[src/rtl/regfile_write_decoder.sv]
// Write side of the 32-entry integer register file: one-hot write decode, storage,
// per-register written scoreboard, saturating effective-write counter and debug readback.
module regfile_write_decoder #(
  parameter int WIDTH = 64,
  parameter int CNT_W = 16
) (
  input  logic             clk,
  input  logic             reset,
  input  logic             wr_en,
  input  logic [4:0]       wr_addr,
  input  logic [WIDTH-1:0] wr_data,
  input  logic [4:0]       dbg_sel,
  output logic [WIDTH-1:0] dbg_data,
  output logic [31:0]      written,
  output logic [CNT_W-1:0] wr_count,
  output logic [31:0]      dec_onehot
);

  localparam logic [4:0] XZR = 5'd31;

  // Entry 31 is XZR: the decoder never selects it, so it is held at zero from reset.
  function automatic logic [31:0] decode(input logic en, input logic [4:0] addr);
    logic [31:0] v;
    v = 32'h0000_0000;
    if (en && (addr != XZR)) begin
      v[addr] = 1'b1;
    end else begin
      v = 32'h0000_0000;
    end
    return v;
  endfunction

  logic [WIDTH-1:0] regs_r [32];
  logic [31:0]      written_r;
  logic [CNT_W-1:0] count_r;
  logic [31:0]      dec_s;
  logic [WIDTH-1:0] dbg_s;

  // Write-enable decode for the current cycle.
  always_comb begin
    dec_s = decode(wr_en, wr_addr);
  end

  // Register storage; a nonzero decode implies wr_addr is not XZR.
  always_ff @(posedge clk or posedge reset) begin
    if (reset) begin
      for (int k = 0; k < 32; k++) begin
        regs_r[k] <= {WIDTH{1'b0}};
      end
    end else if (|dec_s) begin
      regs_r[wr_addr] <= wr_data;
    end
  end

  // Sticky per-register written flags.
  always_ff @(posedge clk or posedge reset) begin
    if (reset) begin
      written_r <= 32'h0000_0000;
    end else begin
      written_r <= written_r | dec_s;
    end
  end

  // Effective-write counter, saturating at all ones.
  always_ff @(posedge clk or posedge reset) begin
    if (reset) begin
      count_r <= {CNT_W{1'b0}};
    end else if ((|dec_s) && (count_r != {CNT_W{1'b1}})) begin
      count_r <= count_r + {{(CNT_W-1){1'b0}}, 1'b1};
    end
  end

  // Debug readback without write bypass; XZR reads as zero.
  always_comb begin
    dbg_s = {WIDTH{1'b0}};
    if (dbg_sel == XZR) begin
      dbg_s = {WIDTH{1'b0}};
    end else begin
      dbg_s = regs_r[dbg_sel];
    end
  end

  assign dbg_data   = dbg_s;
  assign written    = written_r;
  assign wr_count   = count_r;
  assign dec_onehot = dec_s;

endmodule

[config.mk]
export PLATFORM = sky130hd
export DESIGN_NAME = regfile_write_decoder
export DESIGN_NICKNAME = d
export VERILOG_FILES = /design/src/rtl/regfile_write_decoder.sv
export SDC_FILE = /design/constraint.sdc
export NUM_CORES = 2
export LEC_CHECK = 0
export CAP_MARGIN = 20
export CELL_PAD_IN_SITES_DETAIL_PLACEMENT = 0
export CELL_PAD_IN_SITES_GLOBAL_PLACEMENT = 1
export CORE_MARGIN = 1.5
export CORE_UTILIZATION = 53
export CTS_CLUSTER_SIZE = 30
export DETAILED_ROUTE_END_ITERATION = 8
export PLACE_DENSITY_LB_ADDON = 0.1
export SLEW_MARGIN = 30
export SYNTH_ARGS = -nofsm -noshare
export SYNTH_HDL_FRONTEND = slang
export SYNTH_SLANG_ARGS = --single-unit
[constraint.sdc]
create_clock -name clk -period 98.6 [get_ports clk]
set_clock_uncertainty 0.1 [all_clocks]
set_input_delay 19.72 -clock clk [delete_from_list [all_inputs] [get_ports clk]]
set_output_delay 19.72 -clock clk [all_outputs]
set_load 0.005 [all_outputs]
m1.png
The bar under the picture is 100 µm long. Cells faint in the background.
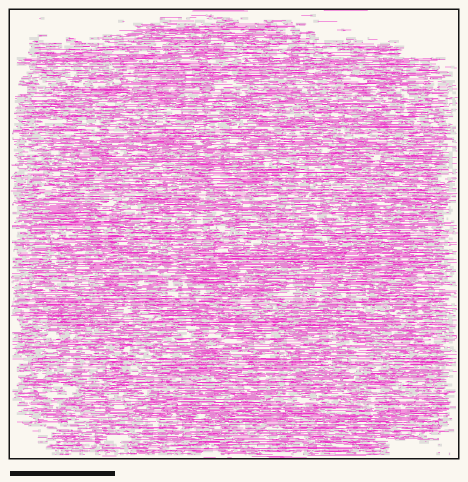
longest straight run = 97.1 µm
share of all routed wire = 44%
main direction = horizontal
via count: 55,800
final WL: 276,000 µm
GR met1 Demand/Resource: 44.3%

m2.png
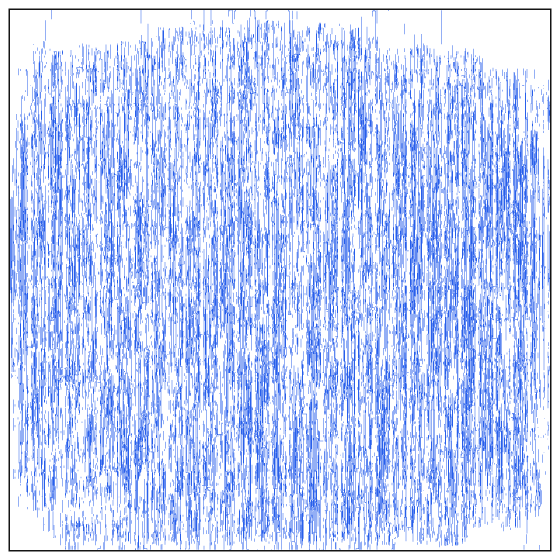
wire length on this layer = 130 mm
main direction = vertical
longest straight run = 169 µm
nets with wire on the layer = 5,845
share of all routed wire = 47%
met2 GRT Util: 48.4%

==> flow_metrics.py <==
# Physical implementation metrics
metrics = {
    "critical_path": {
        "arrival_ps": 24800,
        "r2r_start": "wr_count[0]$_DFFE_PP0P_",
        "cp-end-kind": "output port",
        "crit_required_ps": 78780,
        "startpoint_type": "primary input",
        "worstPathMaxFanout": 105,
        "path_class": "primary input to output port",
        "critPathLaunch": "dbg_sel[1]",
    },
    "sta": {
        "report.final.slew_viol_count": 0,
        "setup_tns_ps": 0,
        "setup_viol": 0,
        "fin_crit_ps": 44620,
        "period_used_pct": 45.3,
        "slew_headroom_pct": 28.2,
        "timing.fmax_mhz": 22.4,
        "hold_viol": 0,
        "tightest_slew_ps": 1080,
        "hold-worst-slack_ps": 271,
        "rsz0062_at_grt": "false",
    },
    "clocking": {
        "cts.sinks": 2096,
        "cts_buffers": 221,
        "clockRootBuffer": "clkbuf_16",
        "ctsHoldBuffers": 0,
        "h-tree-depth": 4,
        "post_cts_buffers": 0,
        "cts_max_path_buffers": 3,
        "clk_pin_slew_ps": 50,
    },
    "route": {
        "ant_nets": 0,
        "wl_per_cell_um": 31.6,
        "first_iter_violations": 4535,
        "drc": 0,
        "vias_per_cell": 6.39,
    },
    "die": {
        "die_w_um": 425,
        "rows": 154,
        "fp_util_pct": 53.5,
        "dieArea_um2": 181000,
        "core-area_um2": 177000,
        "die_y_um": 425,
    },
    "synthesis": {
        "synthMuxAreaShare_pct": 35.9,
        "adder_share_pct": 0.0132,
        "yosys_warnings": 0,
        "ys_top_cells_by_count": "2,096 x dfrtp_1, 1,999 x mux2_2, 442 x mux2i_1",
        "synth_area_per_cell_um2": 15.0,
        "synth_area_um2": 94600,
        "synth-edff-count": 0,
        "yosys_cells": 6307,
        "synthCells": 6307,
        "ys_area_um2": 94600,
        "ys.flop_type": "dfrtp_1",
        "top_cells_by_area": "dfrtp_1 55%, mux2_2 24%, mux4_2 7.4%, mux2i_1 4.7%, clkbuf_1 1.5%",
        "topCombFamilyByArea": "multiplexers",
        "async_flop_share_pct": 100,
        "synthesis.nets": 6385,
        "ys_sh_xor_pct": 0.130,
        "most_common_cell": "dfrtp_1",
        "top_area_cell": "dfrtp_1",
        "synth.top_cell.area_share_pct": 55.4,
        "ys_ff": 2096,
        "aoi_share_pct": 3.04,
    },
    "global_route": {
        "grt_pass1_vias": 57600,
        "grt_usage_pct": 30.8,
        "grt_start_max_net_pins": 160,
        "antenna_found_initial": 30,
        "grt_pass1_wl_um": 407000,
    },
    "worst_hold_path": {
        "min_from": "regs_r[60]$_DFFE_PP0P_",
        "min_path_type": "register to register",
    },
    "pwr": {
        "power.static_leakage_nw": 47.6,
        "p_clk_share_pct": 36.8,
        "p_comb_share_pct": 15.4,
        "seqPwrFrac_pct": 47.8,
        "switching_share_pct": 24.8,
        "peakVddDrop_v": 0.0000166,
        "p_per_area_nw_per_um2": 22.0,
        "power.switching_mw": 0.573,
    },
    "flow_run": {
        "warning_count": 42,
        "drv.max_cap_violation_count": 0,
    },
    "final_layout": {
        "layout-drive-gt1-share_pct": 45.9,
        "nNetsFinal": 6268,
        "fillCellCount": 13800,
        "final_util_pct": 59.5,
        "areaGrowthSynthToFinish_pct": 11.2,
    },
    "place": {
        "post-dp-hpwl_um": 150000,
        "gp_congestion": 0.768,
        "port_buffers": 219,
    },
    "run_status": {
        "outcome": "finished clean",
    },
}
==> critical path, stage by stage <==
cell and delay [ps]:
buf_8 460, buf_4 660, buf_12 600, nor2b_4 580
buf_4 700, a22o_1 260, a2111oi_0 70, a311oi_1 760
clkdlybuf4s50_1 650
==> power by group through the flow <==
stage,Sequential [mW],Clock (mW),Combinational [mW]
final,1.10,0.850,0.355
after global placement,1.11,0,0.349
after CTS,1.10,0.864,0.359
after floorplan,1.10,0,0.276
after detailed placement,1.12,0,0.358
after global routing,1.12,0.900,0.384
==> logic make-up (layout without fill, tap and decap cells) <==
kind of cell	after synthesis	after routing
AOI/OAI and AO/OA	380	380
buffers and inverters	713	783
other	1	18
DFF	2096	2096
xor gates and xnor gates	14	14
muxes	2752	2752
adders and majority gates	1	1
and+or+nand+nor	350	350
==> cell usage in the layout, fill, tap and decap left out, types with 17 or more instances in the layout <==
cell type	synthesis	final
a41oi_1	17	17
buf_2	213	64
o22ai_1	34	34
mux4_2	311	311
clkbuf_8	0	62
dfrtp_1	2096	2096
or2_1	32	32
a22o_1	34	34
buf_4	47	104
clkbuf_1	370	73
a221oi_1	20	20
clkinv_2	0	26
a2111oi_0	30	30
buf_6	36	21
mux2i_1	442	442
mux2_2	1999	1999
nand3_1	41	36
clkdlybuf4s50_1	0	150
clkbuf_16	0	229
diode_2	0	17
nand4_1	34	34
inv_1	18	17
nand2b_1	17	17
a21oi_1	53	53
or2_2	27	27
nand2_1	120	111
o221ai_1	28	28
a311oi_1	20	20
a22oi_1	106	106
==> metrics by stage <==
step	std cells	area (µm²)	power, mW	setup WS (ps)
3_3_place_gp	8303	97800	1.46	53980
2_1_floorplan	6307	94600	1.38	19570
5_1_grt	8725	105000	2.41	53900
3_5_place_dp	8306	97800	1.47	53960
4_1_cts	8716	105000	2.32	53960
6_report	8734	105000	2.31	53980
==> cell type report <==
| class | count | share of cell area [%] |
|---|---|---|
| flip-flops and latches | 2096 | 49.9 |
| repair buffers | 355 | 3.00 |
| diodes | 17 | 0.0405 |
| well taps | 2340 | 2.78 |
| inverters | 18 | 0.0714 |
| clock inverters | 46 | 0.540 |
| multi-input cells | 3498 | 37.2 |
| clock buffers | 364 | 6.52 |
==> state kept, by name, indices dropped and copies added, names as in the netlist <==
signal and count:
regs_r 2048, wr_count 16, written 32
==> path summary, 6_finish.rpt <==
check | to | slack [ps] | cells past startpoint
max reg2reg | wr_count[1]$_DFFE_PP0P_ | 96510 | 5
max | dbg_data[48] | 53980 | 9
min | regs_r[60]$_DFFE_PP0P_ | 270 | 0
max in group asynchronous | written[31]$_DFF_PP0_ | 74180 | 8
min reg2reg | regs_r[60]$_DFFE_PP0P_ | 270 | 0
min in group asynchronous | regs_r[1039]$_DFFE_PP0P_ | 19340 | 2
==> routing by layer <==
layer,global-route usage [%],vias to the layer above,share of wire [%]
met5,0,-,0.012
met4,8.76,6,2.8
met3,4.88,431,5.7
met2,48.4,1649,47
met1,44.3,30700,44
li1,-,23000,-
Power and IR drop assume default switching activity.
